===== config.mk =====
export PLATFORM = sky130hd
export DESIGN_NAME = otter_bus_demux
export DESIGN_NICKNAME = d
export VERILOG_FILES = /design/src/rtl/otter_bus_demux.sv
export SDC_FILE = /design/constraint.sdc
export NUM_CORES = 1
export LEC_CHECK = 0
export CAP_MARGIN = 0
export CORE_AREA = 2 2 123 125
export CTS_BUF_LIST = sky130_fd_sc_hd__clkbuf_2
export CTS_CLUSTER_DIAMETER = 80
export DETAILED_ROUTE_END_ITERATION = 10
export DIE_AREA = 0 0 125 127
export GPL_ROUTABILITY_DRIVEN = 0
export GPL_TIMING_DRIVEN = 0
export HOLD_SLACK_MARGIN = 0.05
export PLACE_DENSITY = 0.78
export SLEW_MARGIN = 20
export SYNTH_ARGS = -nofsm -noshare
export SYNTH_HDL_FRONTEND = slang
export SYNTH_SLANG_ARGS = --single-unit

===== constraint.sdc =====
create_clock -name CLK -period 2.7 [get_ports CLK]
set_clock_uncertainty 0.2 [all_clocks]
set_input_delay 0.54 -clock CLK [delete_from_list [all_inputs] [get_ports CLK]]
set_output_delay 0.54 -clock CLK [all_outputs]
set_load 0.005 [all_outputs]

===== src/rtl/otter_bus_demux.sv =====
// 1-to-N request router for the OTTER memory-mapped bus; ADDR[31:28] selects the target, one transaction in flight.
// Optional macro BUS_DEMUX_TIMEOUT_EN adds a REQ/WAIT watchdog that answers with an error after TIMEOUT cycles.
module otter_bus_demux #(
    parameter int N_TARGETS = 4,
    parameter int DATA_W    = 32,
    parameter int TIMEOUT   = 255
) (
    input  logic                          CLK,
    input  logic                          RESET_N,
    input  logic                          IN_VALID,
    output logic                          IN_READY,
    input  logic [31:0]                   IN_ADDR,
    input  logic                          IN_WE,
    input  logic [3:0]                    IN_BE,
    input  logic [DATA_W-1:0]             IN_WDATA,
    output logic                          IN_RVALID,
    output logic [DATA_W-1:0]             IN_RDATA,
    output logic                          IN_ERR,
    output logic [N_TARGETS-1:0]          T_VALID,
    input  logic [N_TARGETS-1:0]          T_READY,
    output logic [31:0]                   T_ADDR,
    output logic                          T_WE,
    output logic [3:0]                    T_BE,
    output logic [DATA_W-1:0]             T_WDATA,
    input  logic [N_TARGETS-1:0]          T_RVALID,
    input  logic [N_TARGETS*DATA_W-1:0]   T_RDATA
);

    typedef enum logic [2:0] {
        ST_IDLE = 3'd0,
        ST_REQ  = 3'd1,
        ST_WAIT = 3'd2,
        ST_DONE = 3'd3,
        ST_ERR  = 3'd4
    } state_t;

    localparam logic [DATA_W-1:0] ERR_DATA = DATA_W'(32'hDEAD_BEEF);

    state_t                state_r, state_s;
    logic                  in_ready_r, in_ready_s;
    logic                  in_rvalid_r, in_rvalid_s;
    logic                  in_err_r, in_err_s;
    logic [DATA_W-1:0]     in_rdata_r, in_rdata_s;
    logic [N_TARGETS-1:0]  t_valid_r, t_valid_s;
    logic [31:0]           t_addr_r, t_addr_s;
    logic                  t_we_r, t_we_s;
    logic [3:0]            t_be_r, t_be_s;
    logic [DATA_W-1:0]     t_wdata_r, t_wdata_s;
    logic [N_TARGETS-1:0]  sel_oh_r, sel_oh_s;

    logic [N_TARGETS-1:0]  dec_oh_s;
    logic                  in_range_s;
    logic                  sel_ready_s;
    logic                  sel_rvalid_s;
    logic [DATA_W-1:0]     sel_rdata_s;
    logic                  enter_req_s;
    logic                  timeout_s;

    // Target decode from the top address nibble; out-of-range indices give an all-zero vector.
    always_comb begin
        dec_oh_s = '0;
        for (int i = 0; i < N_TARGETS; i++) begin
            dec_oh_s[i] = (IN_ADDR[31:28] == 4'(i));
        end
    end

    assign in_range_s   = |dec_oh_s;
    assign sel_ready_s  = |(T_READY & sel_oh_r);
    assign sel_rvalid_s = |(T_RVALID & sel_oh_r);

    // Response data slice of the selected target only.
    always_comb begin
        sel_rdata_s = '0;
        for (int i = 0; i < N_TARGETS; i++) begin
            if (sel_oh_r[i]) begin
                sel_rdata_s = sel_rdata_s | T_RDATA[i*DATA_W +: DATA_W];
            end else begin
                sel_rdata_s = sel_rdata_s;
            end
        end
    end

`ifdef BUS_DEMUX_TIMEOUT_EN
    localparam int CNT_W = $clog2(TIMEOUT + 1);
    logic [CNT_W-1:0] cnt_r;
    logic [CNT_W:0]   cnt_inc_s;

    assign cnt_inc_s = {1'b0, cnt_r} + {{CNT_W{1'b0}}, 1'b1};
    assign timeout_s = (cnt_inc_s == (CNT_W + 1)'(TIMEOUT));

    // Watchdog: cleared when a request is issued, counts every cycle spent in REQ or WAIT.
    always_ff @(posedge CLK or negedge RESET_N) begin
        if (!RESET_N) begin
            cnt_r <= '0;
        end else if (enter_req_s) begin
            cnt_r <= '0;
        end else if ((state_r == ST_REQ) || (state_r == ST_WAIT)) begin
            cnt_r <= cnt_inc_s[CNT_W-1:0];
        end else begin
            cnt_r <= cnt_r;
        end
    end
`else
    assign timeout_s = 1'b0;
`endif

    // Next state and next values of every registered output.
    always_comb begin
        state_s     = state_r;
        in_ready_s  = 1'b0;
        in_rvalid_s = 1'b0;
        in_err_s    = 1'b0;
        in_rdata_s  = in_rdata_r;
        t_valid_s   = t_valid_r;
        t_addr_s    = t_addr_r;
        t_we_s      = t_we_r;
        t_be_s      = t_be_r;
        t_wdata_s   = t_wdata_r;
        sel_oh_s    = sel_oh_r;
        enter_req_s = 1'b0;
        case (state_r)
            ST_IDLE: begin
                if (IN_VALID && in_ready_r) begin
                    t_addr_s  = IN_ADDR;
                    t_we_s    = IN_WE;
                    t_be_s    = IN_BE;
                    t_wdata_s = IN_WDATA;
                    sel_oh_s  = dec_oh_s;
                    if (in_range_s) begin
                        state_s     = ST_REQ;
                        t_valid_s   = dec_oh_s;
                        enter_req_s = 1'b1;
                    end else begin
                        state_s     = ST_ERR;
                        t_valid_s   = '0;
                        in_rvalid_s = 1'b1;
                        in_err_s    = 1'b1;
                        in_rdata_s  = ERR_DATA;
                    end
                end else begin
                    in_ready_s = 1'b1;
                end
            end
            ST_REQ: begin
                if (sel_ready_s && sel_rvalid_s) begin
                    state_s     = ST_DONE;
                    t_valid_s   = '0;
                    in_rvalid_s = 1'b1;
                    in_rdata_s  = sel_rdata_s;
                end else if (timeout_s) begin
                    state_s     = ST_ERR;
                    t_valid_s   = '0;
                    in_rvalid_s = 1'b1;
                    in_err_s    = 1'b1;
                    in_rdata_s  = ERR_DATA;
                end else if (sel_ready_s) begin
                    state_s   = ST_WAIT;
                    t_valid_s = '0;
                end else begin
                    state_s = ST_REQ;
                end
            end
            ST_WAIT: begin
                if (sel_rvalid_s) begin
                    state_s     = ST_DONE;
                    in_rvalid_s = 1'b1;
                    in_rdata_s  = sel_rdata_s;
                end else if (timeout_s) begin
                    state_s     = ST_ERR;
                    in_rvalid_s = 1'b1;
                    in_err_s    = 1'b1;
                    in_rdata_s  = ERR_DATA;
                end else begin
                    state_s = ST_WAIT;
                end
            end
            ST_DONE, ST_ERR: begin
                state_s    = ST_IDLE;
                in_ready_s = 1'b1;
            end
            default: begin
                state_s   = ST_IDLE;
                t_valid_s = '0;
            end
        endcase
    end

    // State and output registers; reset drops any in-flight transaction.
    always_ff @(posedge CLK or negedge RESET_N) begin
        if (!RESET_N) begin
            state_r     <= ST_IDLE;
            in_ready_r  <= 1'b0;
            in_rvalid_r <= 1'b0;
            in_err_r    <= 1'b0;
            in_rdata_r  <= '0;
            t_valid_r   <= '0;
            t_addr_r    <= 32'd0;
            t_we_r      <= 1'b0;
            t_be_r      <= 4'd0;
            t_wdata_r   <= '0;
            sel_oh_r    <= '0;
        end else begin
            state_r     <= state_s;
            in_ready_r  <= in_ready_s;
            in_rvalid_r <= in_rvalid_s;
            in_err_r    <= in_err_s;
            in_rdata_r  <= in_rdata_s;
            t_valid_r   <= t_valid_s;
            t_addr_r    <= t_addr_s;
            t_we_r      <= t_we_s;
            t_be_r      <= t_be_s;
            t_wdata_r   <= t_wdata_s;
            sel_oh_r    <= sel_oh_s;
        end
    end

    assign IN_READY  = in_ready_r;
    assign IN_RVALID = in_rvalid_r;
    assign IN_ERR    = in_err_r;
    assign IN_RDATA  = in_rdata_r;
    assign T_VALID   = t_valid_r;
    assign T_ADDR    = t_addr_r;
    assign T_WE      = t_we_r;
    assign T_BE      = t_be_r;
    assign T_WDATA   = t_wdata_r;

endmodule


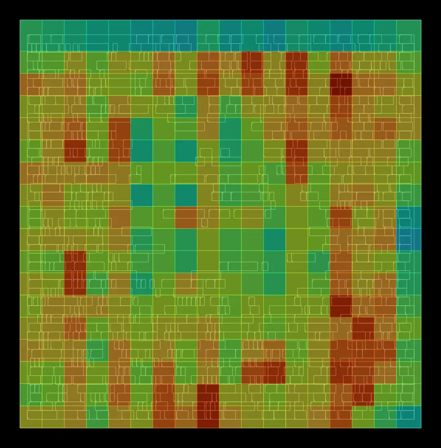
**Above:** routing congestion map.
routing layer with the top usage in global route: met2
detailed-route wire length per cell: 17.62 µm

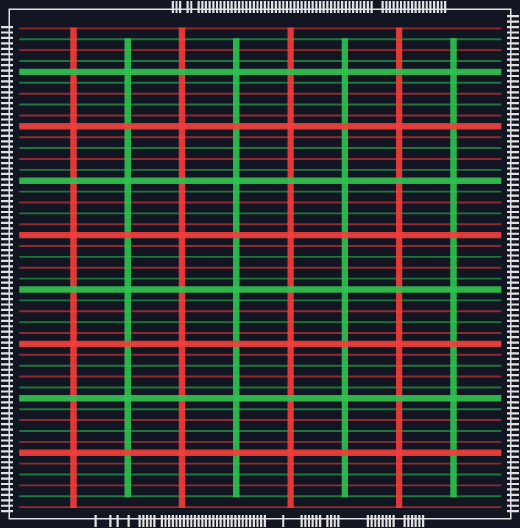
**Above:** floorplan with the power grid.
Drawn at 4 px/µm. Pins as bars on the die edge.
- red: VSS
- green: VDD
- signal pins: 316
- met5 straps: 8
- rows: 44

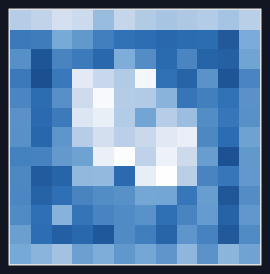
**Above:** placement density heat map.
Drawn at 2 px/µm. The die is cut into 12 by 13 equal tiles; white is low, dark blue is high, 0 to 100% covered.
- emptiest ninth of the die: centre
- tiles over 75% full: 19%
- mean over tiles: 55%
- nearly empty tiles: 0.60%
- fullest tile: 87%

==> ds_physical_params.txt <==
Summary of implementation characteristics

Parameter                              Value

Run status
  Outcome .................. finished, final reports clean

Timing
  RSZ-0062 raised after global routing .................. false
  Final setup slack of the worst path .................. 0.2722 ns
  Final max-slew violation count .................. 0
  Worst slew pin tran .................. 0.6725 ns
  Final setup violation count .................. 0
  Highest clock rate .................. 411.9 MHz
  TNS Setup .................. 0 ns
  Remaining max-slew budget at the tightest pin .................. 0.5492
  Hold Fails Final Rpt .................. 0
  Minimum clock period .................. 2.428 ns
  Post-route fraction of the period consumed by the critical path .................. 0.8992

Final layout
  Most frequently placed logic cells in the final layout .................. 314 x clkdlybuf4s50_1, 211 x nand2_1, 115 x dfrtp_1
  Number of standard cells in the final layout excluding fillers .................. 1066
  Fill cell instance count of the final layout .................. 1219
  Final standard cell utilization of the core .................. 0.6190
  Net total in the final layout .................. 1076
  Layout-stage area growth over the synthesis result .................. 68.78%
  Highest-count logic cell in the final layout .................. clkdlybuf4s50_1
  Share of cells above drive strength 1 .................. 0.08864

Setup path
  Largest driver fanout on the critical path .................. 10
  Required time worst endpoint .................. 3.08 ns
  CP endpoint kind .................. register
  Crit path largest cell delay .................. 0.47 ns
  Cells along the critical path .................. buf_4 -> xnor2_1 -> nor2_1 -> clkbuf_1 -> nand3_1 -> mux2_4
  Number of buffer and inverter instances along the worst setup path .................. 2
  Arrival time worst endpoint .................. 2.80 ns
  Category of the worst setup path launch point .................. register
  Worst setup path startpoint .................. state_r[0]
  Critical Path Stages .................. 6
  Library cell contributing the largest single delay on the critical path .................. nor2_1
  Critical path's top delay family .................. simple AND/OR/NAND/NOR gates
  Category of the critical setup timing path .................. reg -> reg
  Register-to-Register Setup Slack .................. 0.27 ns
  Worst reg2reg path endpoint .................. IN_RDATA[15]
  Crit path to .................. IN_RDATA[15]
  FF-to-FF path depth .................. 6
  Start of the worst register-to-register path .................. state_r[0]

Floorplan
  Floorplan core density .................. 0.3668
  Die outline height .................. 127 µm
  Area of the placeable core .................. 14420 µm²
  Area of the die .................. 15880 µm²
  Site row count .................. 44
  DIE WIDTH .................. 125 µm
  Number of top-level pins .................. 316

Global route
  GR Util All Layers .................. 0.2369
  Wire length of the first global-routing pass .................. 29100 µm
  Maximum number of pins on one net before global-route repair .................. 67
  Vias in the first global route .................. 5492
  Overflow left after global routing .................. 0
  Initial antenna violation count .................. 2

Power
  VDD IR-drop max .................. 0.4918 mV
  Overall power .................. 0.007804 W
  P per Cell Area .................. 874.0 nW/µm²
  Cell leakage power .................. 3.871 nW

Routing
  Detailed Routing Iterations Pass 1 .................. 6
  Via count of the routed design .................. 5214
  DRC marker count from the first detailed-route iteration .................. 243
  Routed vias/inst .................. 4.891
  DRC violation count after routing .................. 0
  Final wirelength .................. 18780 µm
  Remaining number of nets flagged by the antenna check after routing .................. 0

Synthesis
  Post-Syn Area per Cell .................. 9.944 µm²
  Cell count after synthesis .................. 532
  Post-synth EDFFs .................. 0
  Distinct cell type count of the synthesized netlist .................. 33
  Post-synthesis chip area from yosys .................. 5290 µm²
  Syn Nets .................. 740
  Flops after synth .................. 115
  Post-Syn Area .................. 5290 µm²
  Main flop type after synthesis .................. dfrtp_1
  Proportion of synthesized flip-flops having asynchronous set or reset .................. 1.000
  Count of synthesis-stage warnings from yosys .................. 0
  Sequential fraction of the synthesis area .................. 0.5440
  Number of standard cells reported by yosys .................. 532

Placement
  Worst slack at placement .................. -0.1973 ns
  Final HPWL from detailed placement .................. 14360 µm
  Port Buffer Count .................. 315
  Cell count after placement .................. 1032

Run
  Number of violations of the max-capacitance limit .................. 0
  Count of tool warnings .................. 26

CTS
  Insertion delay to the later sink of the worst-skew pair .................. 0.69 ns
  Maximum clock path buffer count .................. 2
  Clock-pin slew of the registers on the worst-case setup and hold paths .................. 0.19 ns
  Number of buffers added for setup after CTS .................. 0
  Cts-stage hold buffer count .................. 1
  Root cell of the clock tree .................. clkbuf_2
  Number of buffers inserted during clock tree synthesis .................. 17
  Sink count of the clock tree .................. 115
  TritonCTS clock tree .................. yes
  H-tree lvl count .................. 4
  Post-CTS sizing .................. 0

Min path
  Worst Hold Class .................. in -> async
-- cells in the mapped netlist, types with 3 or more instances --
master	n	area share
a21o_1	6	0.0085
a21oi_1	8	0.0076
a22oi_1	68	0.096
buf_1	7	0.0050
buf_12	3	0.011
buf_2	7	0.0066
clkbuf_1	21	0.015
dfrtp_1	115	0.54
mux2_2	3	0.0064
mux2_4	29	0.082
nand2_1	211	0.15
nand3_1	24	0.023
nor2_1	5	0.0035
-- flip-flops by register name, summed over array words and instances, names as in the netlist --
name / count
T_WDATA: 32
IN_RDATA: 32
state_r: 3
IN_ERR: 1
T_WE: 1
T_ADDR: 32
T_BE: 4
sel_oh_r: 4
IN_READY: 1
T_VALID: 4
IN_RVALID: 1
-- kinds of logic after synthesis --
kind of cell	share of synthesized area
mux	0.08869
compound gates	0.1299
flops	0.5440
buf+inv	0.04139
xor+xnor	0.001656
simple gates	0.1944
-- stage by stage --
| step | cell area (µm²) | hold WS (ns) |
|---|---|---|
| detailed placement | 8702 | 0.2615 |
| global placement | 8673 | 0.2574 |
| CTS | 8924 | 0.06545 |
| floorplan | 5290 | 0.04441 |
| finish | 8929 | 0.1292 |
| global route | 8929 | 0.06296 |
-- where the power goes --
part           switching, W  total, W  internal [W]
logic               0.00161   0.00385       0.00225
registers          0.000423   0.00287       0.00245
clock network      0.000669   0.00108      0.000410
total               0.00270   0.00780       0.00510
-- area by class of cell --
type,instances,area (µm²),area share
antenna,2,5.005,0.0005605
buffer,40,215.2,0.02410
clock buffer,19,95.09,0.01065
clock inverter,12,116.4,0.01303
inverter,1,3.754,0.0004204
multi-input combinational,376,2193,0.2457
sequential,115,2878,0.3223
tap,184,230.2,0.02578
timing repair buffer,317,3192,0.3575
-- metal layers --
metal  up-vias  global-route usage  part of all wire
li1       2502                   -                 -
met1      2431              0.2712              0.39
met2       248              0.4028              0.49
met3        33             0.08920             0.094
met4         0             0.09542             0.030
met5         -                   0                 0
-- worst min-delay path by stage --
| stage | startpoint | to | slack, ns | depth (start not counted) |
|---|---|---|---|---|
| finish | RESET_N | IN_RDATA[23] | 0.13 | 2 |
| global route | IN_ADDR[21] | T_ADDR[21] | 0.06 | 3 |
| CTS | IN_ADDR[19] | T_ADDR[19] | 0.07 | 3 |
| detailed placement | T_ADDR[9] | T_ADDR[9] | 0.26 | 2 |
| global placement | T_WDATA[5] | T_WDATA[5] | 0.26 | 2 |
| floorplan | RESET_N | IN_ERR | 0.04 | 0 |
Power figures rest on the tool's default switching activity, not on a simulated workload.
